<file path="src/rtl/noc_credit_tx.sv">
// -----------------------------------------------------------------------------
// noc_credit_tx
// Upstream end of a credit-based flit link. Flits from a local valid/ready
// source are queued in a small FIFO and launched into a router input port
// only while downstream credits remain, so the router's input buffer
// (FLIT_BUFFER_DEPTH entries) can never be overrun.
//
// Ports:
//   clk_noc         link clock, all logic on this clock
//   rst_n           asynchronous active-low reset
//   in_valid/in_ready, in_data, in_dest, in_is_tail
//                   local flit source (accepted on in_valid & in_ready)
//   send_out        one-cycle strobe per transferred flit
//   data_out, dest_out, is_tail_out
//                   link flit fields, held between launches
//   credit_in       one-cycle strobe, downstream freed one slot
//   credits_avail   current credit count
//   credit_overflow sticky flag: credit returned while already at full count
// -----------------------------------------------------------------------------
module noc_credit_tx #(
  parameter int FLIT_WIDTH        = 32,
  parameter int DEST_WIDTH        = 4,
  parameter int FLIT_BUFFER_DEPTH = 2,
  parameter int IN_FIFO_DEPTH     = 2,
  parameter int CREDIT_WIDTH      = $clog2(FLIT_BUFFER_DEPTH + 1)
) (
  input  logic                    clk_noc,
  input  logic                    rst_n,
  input  logic                    in_valid,
  output logic                    in_ready,
  input  logic [FLIT_WIDTH-1:0]   in_data,
  input  logic [DEST_WIDTH-1:0]   in_dest,
  input  logic                    in_is_tail,
  output logic [FLIT_WIDTH-1:0]   data_out,
  output logic [DEST_WIDTH-1:0]   dest_out,
  output logic                    is_tail_out,
  output logic                    send_out,
  input  logic                    credit_in,
  output logic [CREDIT_WIDTH-1:0] credits_avail,
  output logic                    credit_overflow
);

  localparam int ENTRY_W = FLIT_WIDTH + DEST_WIDTH + 1;
  localparam int PTR_W   = $clog2(IN_FIFO_DEPTH);
  localparam int CNT_W   = PTR_W + 1;

  localparam logic [CNT_W-1:0]        FIFO_FULL  = CNT_W'(IN_FIFO_DEPTH);
  localparam logic [CNT_W-1:0]        FIFO_EMPTY = {CNT_W{1'b0}};
  localparam logic [CREDIT_WIDTH-1:0] CREDIT_MAX = CREDIT_WIDTH'(FLIT_BUFFER_DEPTH);
  localparam logic [CREDIT_WIDTH-1:0] CREDIT_NONE = {CREDIT_WIDTH{1'b0}};

  // FIFO storage and bookkeeping
  logic [ENTRY_W-1:0]      fifo_mem_r [IN_FIFO_DEPTH];
  logic [PTR_W-1:0]        wr_ptr_r;
  logic [PTR_W-1:0]        rd_ptr_r;
  logic [CNT_W-1:0]        count_r;
  logic [CNT_W-1:0]        count_next_s;
  logic                    in_ready_r;

  // Launch / credit state
  logic                    push_s;
  logic                    launch_s;
  logic [CREDIT_WIDTH-1:0] credits_r;
  logic [CREDIT_WIDTH-1:0] credits_next_s;
  logic                    overflow_hit_s;
  logic                    overflow_r;

  // Registered link outputs
  logic                    send_r;
  logic [FLIT_WIDTH-1:0]   data_r;
  logic [DEST_WIDTH-1:0]   dest_r;
  logic                    tail_r;

  logic [ENTRY_W-1:0]      head_s;
  logic [ENTRY_W-1:0]      in_entry_s;

  assign in_ready        = in_ready_r;
  assign send_out        = send_r;
  assign data_out        = data_r;
  assign dest_out        = dest_r;
  assign is_tail_out     = tail_r;
  assign credits_avail   = credits_r;
  assign credit_overflow = overflow_r;

  assign in_entry_s = {in_data, in_dest, in_is_tail};
  assign head_s     = fifo_mem_r[rd_ptr_r];

  // Handshake, launch decision and next FIFO occupancy
  always_comb begin
    push_s       = in_valid & in_ready_r;
    // Launch needs a buffered flit and at least one downstream slot.
    launch_s     = (count_r != FIFO_EMPTY) && (credits_r != CREDIT_NONE);
    count_next_s = count_r;
    case ({push_s, launch_s})
      2'b10:   count_next_s = count_r + CNT_W'(1);
      2'b01:   count_next_s = count_r - CNT_W'(1);
      default: count_next_s = count_r;
    endcase
  end

  // Credit arithmetic: a launch and a returned credit in the same cycle cancel
  always_comb begin
    credits_next_s = credits_r;
    overflow_hit_s = 1'b0;
    case ({launch_s, credit_in})
      2'b10: credits_next_s = credits_r - CREDIT_WIDTH'(1);
      2'b01: begin
        // A credit with nothing outstanding means the downstream is out of
        // step with us; saturate and flag rather than wrap.
        if (credits_r == CREDIT_MAX) begin
          credits_next_s = credits_r;
          overflow_hit_s = 1'b1;
        end else begin
          credits_next_s = credits_r + CREDIT_WIDTH'(1);
          overflow_hit_s = 1'b0;
        end
      end
      default: credits_next_s = credits_r;
    endcase
  end

  // FIFO payload storage; contents are meaningless while count_r says empty
  always_ff @(posedge clk_noc) begin
    if (push_s) begin
      fifo_mem_r[wr_ptr_r] <= in_entry_s;
    end
  end

  // FIFO pointers, occupancy and registered in_ready
  always_ff @(posedge clk_noc or negedge rst_n) begin
    if (!rst_n) begin
      wr_ptr_r   <= {PTR_W{1'b0}};
      rd_ptr_r   <= {PTR_W{1'b0}};
      count_r    <= FIFO_EMPTY;
      in_ready_r <= 1'b1;
    end else begin
      if (push_s) begin
        wr_ptr_r <= wr_ptr_r + PTR_W'(1);
      end
      if (launch_s) begin
        rd_ptr_r <= rd_ptr_r + PTR_W'(1);
      end
      count_r    <= count_next_s;
      in_ready_r <= (count_next_s != FIFO_FULL);
    end
  end

  // Credit counter and sticky overflow flag
  always_ff @(posedge clk_noc or negedge rst_n) begin
    if (!rst_n) begin
      credits_r  <= CREDIT_MAX;
      overflow_r <= 1'b0;
    end else begin
      credits_r <= credits_next_s;
      if (overflow_hit_s) begin
        overflow_r <= 1'b1;
      end
    end
  end

  // Link output register: strobe for one cycle per launch, fields hold otherwise
  always_ff @(posedge clk_noc or negedge rst_n) begin
    if (!rst_n) begin
      send_r <= 1'b0;
      data_r <= {FLIT_WIDTH{1'b0}};
      dest_r <= {DEST_WIDTH{1'b0}};
      tail_r <= 1'b0;
    end else begin
      send_r <= launch_s;
      if (launch_s) begin
        data_r <= head_s[ENTRY_W-1 -: FLIT_WIDTH];
        dest_r <= head_s[DEST_WIDTH:1];
        tail_r <= head_s[0];
      end
    end
  end

endmodule

</file>
<file path="config.mk">
export PLATFORM = sky130hd
export DESIGN_NAME = noc_credit_tx
export DESIGN_NICKNAME = d
export VERILOG_FILES = /design/src/rtl/noc_credit_tx.sv
export SDC_FILE = /design/constraint.sdc
export NUM_CORES = 1
export LEC_CHECK = 0
export ABC_AREA = 1
export CAP_MARGIN = 0
export CORE_MARGIN = 2
export CORE_UTILIZATION = 24
export CTS_CLUSTER_SIZE = 16
export DETAILED_ROUTE_END_ITERATION = 6
export GPL_ROUTABILITY_DRIVEN = 0
export GPL_TIMING_DRIVEN = 0
export REMOVE_ABC_BUFFERS = 1
export SYNTH_ARGS = -nofsm -noshare
export SYNTH_HDL_FRONTEND = slang
export SYNTH_SLANG_ARGS = --single-unit
</file>
<file path="constraint.sdc">
create_clock -name clk_noc -period 7.97 [get_ports clk_noc]
set_input_delay 1.594 -clock clk_noc [delete_from_list [all_inputs] [get_ports clk_noc]]
set_output_delay 1.594 -clock clk_noc [all_outputs]
set_load 0.05 [all_outputs]
</file>
==> out/qor.csv <==
metric,value,unit
Mapped Cells,402,
reg2reg end,in_ready,
HPWL Detailed,6129,µm
Crit-path slowest cell,clkdlybuf4s50_1,
Relative slew margins,38.20,%
initial DRC count,183,
critical path's largest stage delay,0.80,ns
Min-Delay Path Class,flop to flop,
CP Data Required Time,6.38,ns
Clock Tree Root,clkbuf_16,
Cell Int Power,0.001728,W
vias in the first global route,3113,
CTS-repair resized insts,0,
"Clk pin slew, worst setup/hold paths",0.05,ns
Signal buf overhead,14.45,%
GR Util met2,16.99,%
DRT Wirelength,10200,µm
Cell Type Count,17,
comb_multi_in,254,
status,"finished, final reports clean",
Synth Seq Share,74.84,%
Leading cell kind,registers,
switching share of total power,40.63,%
Worst Setup Start Kind,flop,
clock buffer count from CTS,17,
Commonest Layout Cell,nand2_1,
P_clk,0.000759,W
DP Area,0.005600,mm²
"Chip Area, Yosys",0.004511,mm²
"Largest delay share family, worst path",buffers and inverters,
Register-to-Register Path Depth,9,
dpl cells,705,
diode count,0,
tapcell count,234,
Non-clock inverters,12,
pre-CTS WS,4.704,ns
Global Route met3 Usage,3.974,%
Final Skew,0.008527,ns
Filler cells,1850,
final-report setup violation count,0,
Bufs on Longest Clock Path,2,
hold slack,0.4740,ns
Die Y,141.1,µm
Largest Register,fifo_mem_r,
Nets,533,
"Design Area, Final",0.006201,mm²
grt ovf,0,
Final Cycle Share,42.16,%
top area contributor share,49.26,%
largest net degree at the start of global routing,42,
Post-CTS Setup Inserts,0,
share of total power in the clock network,26.1,%
synthesized area per cell,11.22,µm²
most numerous logic cells after layout,"nand2_1, clkdlybuf4s50_1, edfxtp_1",
Seq/total area,54.46,%
"Slew Viols, Final",0,
setup TNS,0,ns
final hold violations,0,
first-pass GRT wire length,16170,µm
largest power group,combinational cells,
CP cell instances,clkdlybuf4s50_1,
post-route ant nets,0,
hold buffer count at CTS,0,
Flops,120,
Die W,141.1,µm
routed len/inst,13.84,µm
hold endpoint,data_out[26],
CTS Sinks,120,
crit path kind,flop to output pin,
total power,0.002910,W
routed vias,2970,
final period demand of the worst path,3.360,ns
synthesized area,0.004511,mm²
Switch Pwr,0.001183,W
area delta synth->final,37.48,%
# Cells Yosys,402,
Log Warnings,25,
Total GRT Usage,10.79,%
combinational logic power,0.00116,W
bufs w/o clock,86,
P per Cell Area,469.3,mW/mm²
GRT busiest layer,met2,
drt drc,0,
Final WS setup,4.610,ns
CTS tree,built,
Final Util,33.37,%
Max Fclk,297.6,MHz
worst-path maximum fanout,5,
DRT Pass-1 Iters,4,
-- cell usage after synthesis --
library cell,count
o21bai_1,1
edfxtp_1,74
nor2_1,5
buf_2,10
nand3_1,3
dfrtp_1,44
dfstp_2,2
o21ai_0,2
inv_1,10
buf_6,3
xor2_1,3
nand2_2,2
nand4_1,1
inv_2,2
ha_1,1
clkbuf_1,3
nand2_1,236
-- worst register-to-register path, cell delays in order, from the launching register on --
cell and delay [ns]:
dfstp_2 0.56, inv_1 0.05, nand2_1 0.07, nand2_2 0.53
inv_2 0.90, ha_1 0.40, inv_1 0.09, nand4_1 0.10
nand2_1 0.10, nand2_1 0.06
-- how the worst max path moves through the flow --
stage / from / endpoint / cells past startpoint
2_1_floorplan: in_valid / fifo_mem_r[0][0] / 2
3_3_place_gp: in_valid / fifo_mem_r[0][26] / 3
3_5_place_dp: in_valid / fifo_mem_r[1][36] / 4
4_1_cts: credits_avail[1] / credits_avail[1] / 1
5_1_grt: credits_avail[1] / credits_avail[1] / 1
6_report: credits_avail[1] / credits_avail[1] / 1
-- kinds of logic (layout without fill, tap and decap cells) --
kind of cell             count (synthesis)  in the layout  synth area share, %
AND/OR/NAND/NOR                        247            247                20.80
flip-flops                             120            120                74.84
buffers and inverters                   28            129                3.107
AND-OR/OR-AND                            3              3               0.3884
XOR/XNOR                                 3              3               0.5826
adder cells (fa/ha/maj)                  1              1               0.2773
-- routing by layer --
| metal | vias to the layer above | routed length (µm) | part of all wire, % |
|---|---|---|---|
| met3 | 14 | 475 | 4.7 |
| met4 | 0 | 142 | 1.4 |
| met5 | - | 0 | 0 |
| met2 | 72 | 4747 | 47 |
| li1 | 1465 | - | - |
| met1 | 1419 | 4831 | 47 |
Signal wires on met1:
Supply wires on this layer in gray. Cells faint in the background.
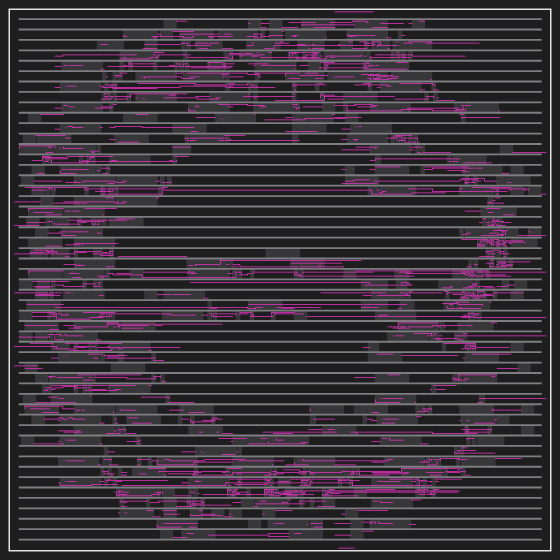
nets with wire on the layer: 481
wire length on this layer: 4830 µm

M2 wires:
Cells faint in the background.
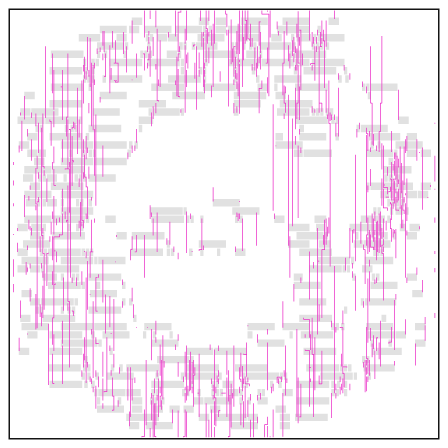
share of all routed wire: 47%
nets with wire on the layer: 407
main direction: vertical

Power is estimated from default activity; no workload was simulated.
